--- src/rtl/sudoku_pkg.sv ---
// sudoku_pkg: shared grid types, sweep constants and index helpers for the rule checker.
package sudoku_pkg;
    typedef logic [3:0] cell_t;
    typedef cell_t [0:8][0:8] grid_t;

    localparam int N_UNITS = 27;
    localparam int N_CELLS = 9;

    typedef enum logic [1:0] {IDLE, SCAN, COMMIT} chk_state_t;
    typedef enum logic [1:0] {U_ROW, U_COL, U_BOX} unit_t;

    function automatic logic [3:0] div3(input logic [3:0] x);
        return x >= 4'd6 ? 4'd2 : x >= 4'd3 ? 4'd1 : 4'd0;
    endfunction

    function automatic logic [3:0] mod3(input logic [3:0] x);
        return x >= 4'd6 ? x - 4'd6 : x >= 4'd3 ? x - 4'd3 : x;
    endfunction
endpackage

--- src/rtl/sudoku_unit_addr.sv ---
// sudoku_unit_addr: maps sweep position (unit u, cell k) to grid coordinates and unit identity.
module sudoku_unit_addr
    import sudoku_pkg::*;
(
    input  logic [4:0] u,
    input  logic [3:0] k,
    output logic [3:0] r,
    output logic [3:0] c,
    output unit_t      utype,
    output logic [3:0] unum
);
    always_comb begin
        utype = u < 5'd9 ? U_ROW : u < 5'd18 ? U_COL : U_BOX;
        unum  = u < 5'd9 ? u[3:0] : u < 5'd18 ? 4'(u - 5'd9) : 4'(u - 5'd18);
        r     = utype == U_ROW ? unum : utype == U_COL ? k : 4'd3 * div3(unum) + div3(k);
        c     = utype == U_ROW ? k : utype == U_COL ? unum : 4'd3 * mod3(unum) + mod3(k);
    end
endmodule

--- config.mk ---
export PLATFORM = sky130hd
export DESIGN_NAME = sudoku_unit_addr
export DESIGN_NICKNAME = d
export VERILOG_FILES = /design/src/rtl/sudoku_pkg.sv /design/src/rtl/sudoku_unit_addr.sv
export SDC_FILE = /design/constraint.sdc
export NUM_CORES = 1
export LEC_CHECK = 0
export CAP_MARGIN = 20
export CORE_MARGIN = 3
export CORE_UTILIZATION = 40
export DETAILED_ROUTE_END_ITERATION = 8
export GPL_TIMING_DRIVEN = 0
export PLACE_DENSITY = 0.67
export SYNTH_ARGS = -nofsm -noshare
export SYNTH_HDL_FRONTEND = slang
export SYNTH_SLANG_ARGS = --single-unit
export TNS_END_PERCENT = 20
--- constraint.sdc ---
create_clock -name vclk -period 6.6
set_input_delay 1.32 -clock vclk [all_inputs]
set_output_delay 1.32 -clock vclk [all_outputs]
set_load 0.02 [all_outputs]
==> run notes, run 1 <==
run results: outcome=complete, but fails checks, violated checks=negative setup slack, number of DRC violations after detailed-routing iteration 0=31, number of ordinary and repair buffers in the finished layout=44, top comb family, area=AND-OR/OR-AND gates, most numerous cell in the Yosys netlist=nand2_1, DP HPWL=2.24 mm, Slew @ Worst Pin=472 ps, count of unique library cells instantiated by Yosys=44, Power Clock=0 uW, DRC viols=0, post-synthesis cell count from yosys=147, setup bufs post-CTS=16, power spent charging and discharging nets=124 uW, sequential cell count=0, number of global-route vias before repair=1187, leading area contributor after synthesis=ha_1, share of synthesized cell area in and, or, nand and nor gates=0.221, via density per instance=5.60, wire length of the first global-routing pass=5.24 mm, Tool Warnings=39, Compound-Gate Fraction of Synth Area=0.312, number of logic gates=124, Layout fillers=205, fraction of area in non-clock buffers=0.263, Startpoint Class=input port, layout inverter count without the clock tree=17, routed length per instance=14.7 um, Yosys Chip Area=0.00104 mm2, flip-flop and latch area=0 um2, tally of yosys warning messages=0, relative contribution of the clock network to total power=0, minimum setup slack in the final design=-15.2 ps, total congestion overflow=0, uppermost metal layer occupied by signal nets=met4, Setup Viol. Count Final=1, Critical Path Sink Type=primary output, Gate power share=1.000, met2 Use GR=0.361
==> run 1: critical path: stages <==
cell and delay [ps]:
clkdlybuf4s15_2 210, buf_6 120, inv_2 60, ha_4 210, nor3b_2 220, o221ai_2 160, o21ai_4 100, ha_2 180
inv_1 30, o211a_1 150, o21ai_1 130, o31ai_1 90, a22o_1 210, fa_1 510, inv_1 40, ha_2 170
fa_2 380, xor2_1 180, xnor2_1 140, xnor3_2 310, o221ai_4 190, buf_6 140
==> run 1: stage by stage <==
stage | setup TNS (ps) | setup slack, ps | cells | area [um2]
after global routing | -201 | -201 | 213 | 1570
after CTS | 0 | 0.505 | 213 | 1570
final | -15.2 | -15.2 | 213 | 1570
after global placement | -2840 | -1310 | 197 | 1330
after floorplan | 0 | 20.3 | 147 | 1080
after detailed placement | -2910 | -1340 | 197 | 1330
Figure 1. Routed metal per tile (run 1).
The die is cut into 11 by 11 equal tiles; black is low, pale yellow is high, scaled to the fullest tile. Values are wire area over tile area, all layers added.
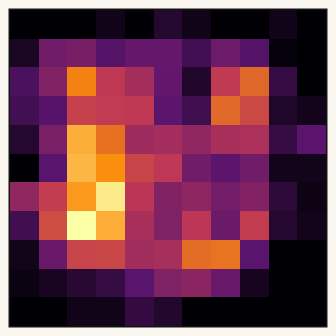
densest ninth of the die: middle left
mean over tiles: 0.15
emptiest ninth of the die: lower right
fullest tile: 0.54
nearly empty tiles: 18%
tiles over half the peak: 22%
total vias in the final route: 1193
final WL: 3.13 mm
global-route usage over all layers: 0.192

Figure 2. Placement view (run 1).
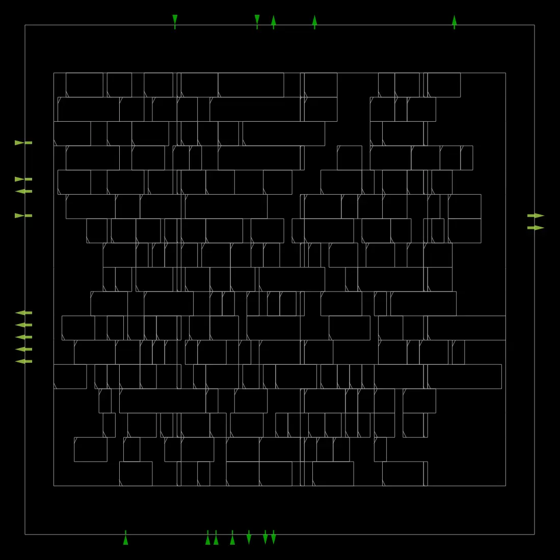
register share of the cell area: 0
standard cell core area: 0.00234 mm2
tap cell count: 28
standard-cell row count: 17

Figure 3. Cell sizes after repair (run 1).
Scale bar: 20 um.
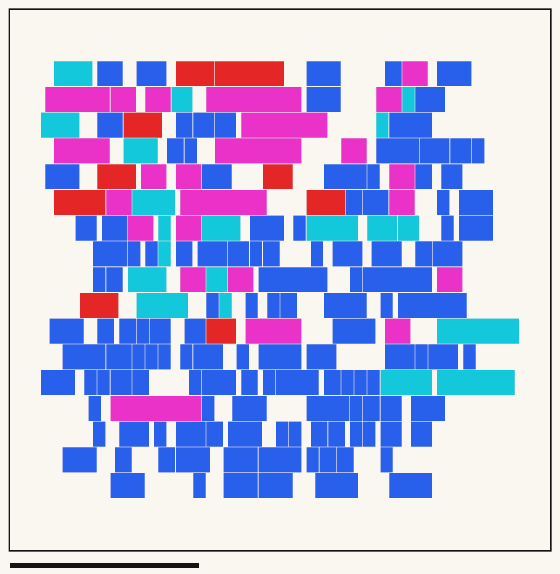
| size | color | cells | share |
|---|---|---|---|
| _3 and _4 cells | magenta | 24 | 13% |
| _6 and larger | red | 9 | 4.9% |
| _2 cells | cyan | 20 | 11% |
| _0 and _1 cells | blue | 132 | 71% |
post-layout instance area: 0.00157 mm2
Layout Area Growth over Synthesis: 50.8%

--- run 2 (diff from run 1) ---
--- a/config.mk
+++ b/config.mk
@@ -10,7 +10,7 @@
 export CORE_UTILIZATION = 40
 export DETAILED_ROUTE_END_ITERATION = 8
 export GPL_TIMING_DRIVEN = 0
-export PLACE_DENSITY = 0.67
+export PLACE_DENSITY = 0.65
 export SYNTH_ARGS = -nofsm -noshare
 export SYNTH_HDL_FRONTEND = slang
 export SYNTH_SLANG_ARGS = --single-unit
==> constraint.sdc (replaced) <==
create_clock -name vclk -period 8.42
set_input_delay 1.684 -clock vclk [all_inputs]
set_output_delay 1.684 -clock vclk [all_outputs]
set_load 0.02 [all_outputs]
Figure 4. Gate families picked out (run 2).
Scale bar: 20 um.
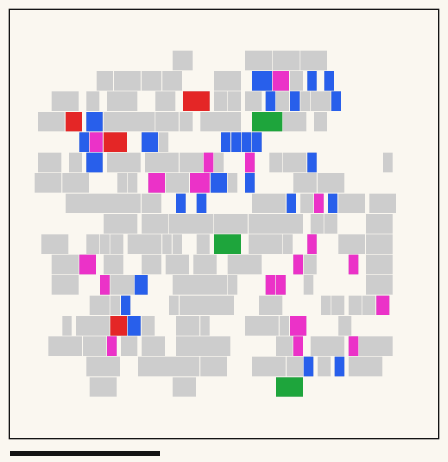
| family | color | cells |
|---|---|---|
| AND and OR gates | red | 4 |
| NAND gates | blue | 26 |
| multiplexers | green | 3 |
| NOR gates | magenta | 19 |
dominant logic cell type in the layout: clkdlybuf4s50_1
Final Non-Filler Cells: 199
logic gate fraction of the total cell area: 0.725

==> run 2 against run 1 <==
Against the previous run: sequential cell count did not move; die size did not move; largest power group unchanged; cell area fell by 15%; non-clock buffer count fell by 14; wire length fell by 14%; first-iteration DRC count rose by 65%; worst setup slack improved by 360 ps; the flow now finishes without violations; global-route usage fell by 2.7 points; utilization fell by 10 points; sequential share of layout area did not move; combinational power fell by 33%; critical endpoint unchanged.
==> run notes, run 2 <==
run results: outcome=completed, standard cell core area=0.00234 mm2, share of synthesized cell area in and, or, nand and nor gates=0.221, crit path cell chain=clkdlybuf4s50_1 -> inv_1 -> ha_1 -> buf_6 -> a21boi_4 -> a211o_1 -> o21ai_4 -> ha_1 -> inv_1 -> o211a_1 -> o21ai_0 -> o31ai_1 -> a22o_1 -> fa_1 -> inv_1 -> ha_1 -> fa_1 -> xor2_1 -> xnor2_1 -> xnor3_1 -> o221ai_2 -> buf_4, Layout Area Growth over Synthesis=27.9%, sum of negative setup slack=0 ps, count of unique library cells instantiated by Yosys=44, wire length of the first global-routing pass=4.52 mm, worst slack at placement=-846 ps, number of ordinary and repair buffers in the finished layout=30, most numerous cell in the Yosys netlist=nand2_1, Slew @ Worst Pin=485 ps, number of DRC violations after detailed-routing iteration 0=51, tally of yosys warning messages=0, Largest delay share family, worst path=AND-OR/OR-AND gates, Setup Viol. Count Final=0, Placed Cells=197, CP peak stage delay=540 ps, total vias in the final route=1131, Buf+Inv Stages, Crit Path=6, post-synthesis cell count from yosys=147, leading area contributor after synthesis=ha_1, sequential cell count=0, layout inverter count without the clock tree=17, met2 Use GR=0.259, DP HPWL=2.21 mm, Yosys Chip Area=0.00104 mm2, DRC viols=0, via density per instance=5.68, final WL=2.69 mm, uppermost metal layer occupied by signal nets=met4, Worst path slowest cell=clkdlybuf4s50_1, post-layout instance area=0.00133 mm2, minimum setup slack in the final design=345 ps, register share of the cell area=0
Figure 5. Routed metal per tile (run 2).
The die is cut into 11 by 11 equal tiles; black is low, pale yellow is high, scaled to the fullest tile. Values are wire area over tile area, all layers added.
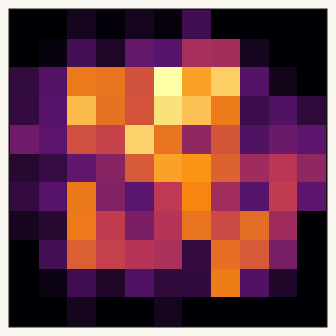
emptiest ninth of the die: upper right
fullest tile: 0.43
mean over tiles: 0.13
densest ninth of the die: center
tiles over half the peak: 29%
nearly empty tiles: 22%
global-route usage over all layers: 0.165
routed length per instance: 13.5 um

[run 2: power breakdown]
group	switching, mW	internal (mW)
combinational	0.0869	0.0758
clock	0	0
sequential	0	0
total	0.0869	0.0758
[run 2: what timing repair did]
action | 4_1_cts | 5_1_grt
hold endpoints to repair | 0 | 0
buffers inserted | 0 | 2
gates resized | 11 | 3
pin swaps | 0 | 3
endpoints found under the setup margin | 2 | 1
[run 2: final timing paths]
kind | startpoint | to | slack, ps | cells past startpoint
max | u[1] | c[3] | 340 | 22
min | k[3] | c[3] | 3970 | 4
[run 2: cells by family after synthesis]
kind of cell / after synthesis
and+or+nand+nor: 49
muxes: 3
buffers and inverters: 23
adders and majority gates: 20
xor gates and xnor gates: 7
AOI/OAI and AO/OA: 45
--- run 3 (diff from run 2) ---
--- a/config.mk
+++ b/config.mk
@@ -5,6 +5,7 @@
 export SDC_FILE = /design/constraint.sdc
 export NUM_CORES = 1
 export LEC_CHECK = 0
+export ABC_CLOCK_PERIOD_IN_PS = 8420
 export CAP_MARGIN = 20
 export CORE_MARGIN = 3
 export CORE_UTILIZATION = 40
Figure 6. Placement view (run 3).
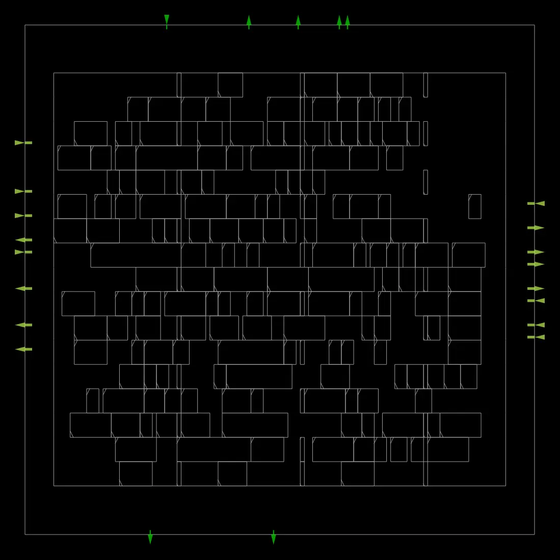
sequential cell count: 0
core occupancy in the finished layout: 0.570
Layout fillers: 222

==> run 3 against run 2 <==
Against the previous run: critical path depth unchanged; cell area unchanged; clock-buffer cell count unchanged; worst hold slack unchanged; die size unchanged; maximum frequency unchanged; cell count unchanged; worst setup slack unchanged; sequential share of layout area unchanged; power did not move; synthesized area unchanged; critical path type unchanged.
==> run notes, run 3 <==
run results: outcome=completed, Critical Path Sink Type=primary output, Worst path slowest cell=clkdlybuf4s50_1, via density per instance=5.68, leading area contributor after synthesis=ha_1, Power Clock=0 uW, design internal power=75.8 uW, Layout Area Growth over Synthesis=27.9%, Slew @ Worst Pin=485 ps, tally of yosys warning messages=0, number of global-route vias before repair=1000, final WL=2.69 mm, Crit. Startpoint=u[1], Final Non-Filler Cells=199, global-route usage over all layers=0.165, number of cells traversed by the worst hold path=4, post-synthesis cell count from yosys=147, Startpoint Class=input port, post-layout instance area=0.00133 mm2, power spent charging and discharging nets=86.9 uW, DP HPWL=2.21 mm, count of unique library cells instantiated by Yosys=44, uppermost metal layer occupied by signal nets=met4, Sequential Power=0 uW, setup bufs post-CTS=0, share of synthesized cell area in and, or, nand and nor gates=0.221, flip-flop and latch area=0 um2, Tool Warnings=38, wire length of the first global-routing pass=4.52 mm, standard cell core area=0.00234 mm2, Largest delay share family, worst path=AND-OR/OR-AND gates, top comb family, area=AND-OR/OR-AND gates, logic depth of the worst setup path including buffers=22, combinational power=163 uW, Placed Cells=197, number of DRC violations after detailed-routing iteration 0=51, Worst Min Path Start=k[3], Yosys Chip Area=0.00104 mm2, met2 Use GR=0.259, endpoint of the worst hold path=c[3], relative contribution of the clock network to total power=0, capturing element of the worst setup path=c[3], Compound-Gate Fraction of Synth Area=0.312, PostCTS Resize Cnt=11, total vias in the final route=1131, most numerous cell in the Yosys netlist=nand2_1, total congestion overflow=0
Figure 7. Gate families picked out (run 3).
Scale bar: 20 um.
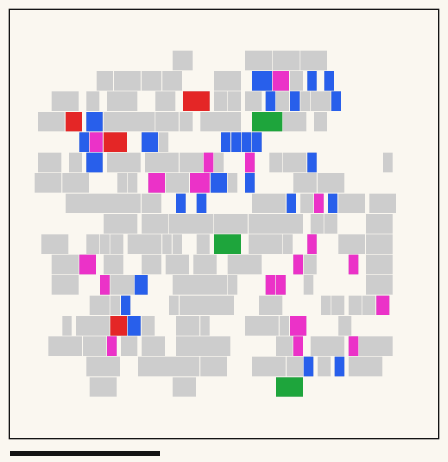
| family | color | cells |
|---|---|---|
| NAND gates | blue | 26 |
| NOR gates | magenta | 19 |
| AND and OR gates | red | 4 |
| multiplexers | green | 3 |

==> run 3: cell counts in the layout (fill, tap and decap cells not counted) <==
No cell type changed its count.
==> run 3: through the flow <==
stage	util	setup TNS, ps	hold WS, ps	worst slack [ps]
2_1_floorplan	-	0	3600	236
3_3_place_gp	0.555	-953	4270	-812
3_5_place_dp	0.555	-984	4280	-846
4_1_cts	0.562	0	4090	32.3
5_1_grt	0.570	0	4040	11.8
6_report	0.570	0	3970	345
==> run 3: layout make-up <==
| class | count | area [um2] |
|---|---|---|
| fillers | 222 | 1010 |
| multi-input cells | 124 | 966 |
| repair buffers | 24 | 231 |
| inverters | 17 | 63.8 |
| plain buffers | 6 | 36.3 |
| well taps | 28 | 35.0 |
Power figures rest on the tool's default switching activity, not on a simulated workload.
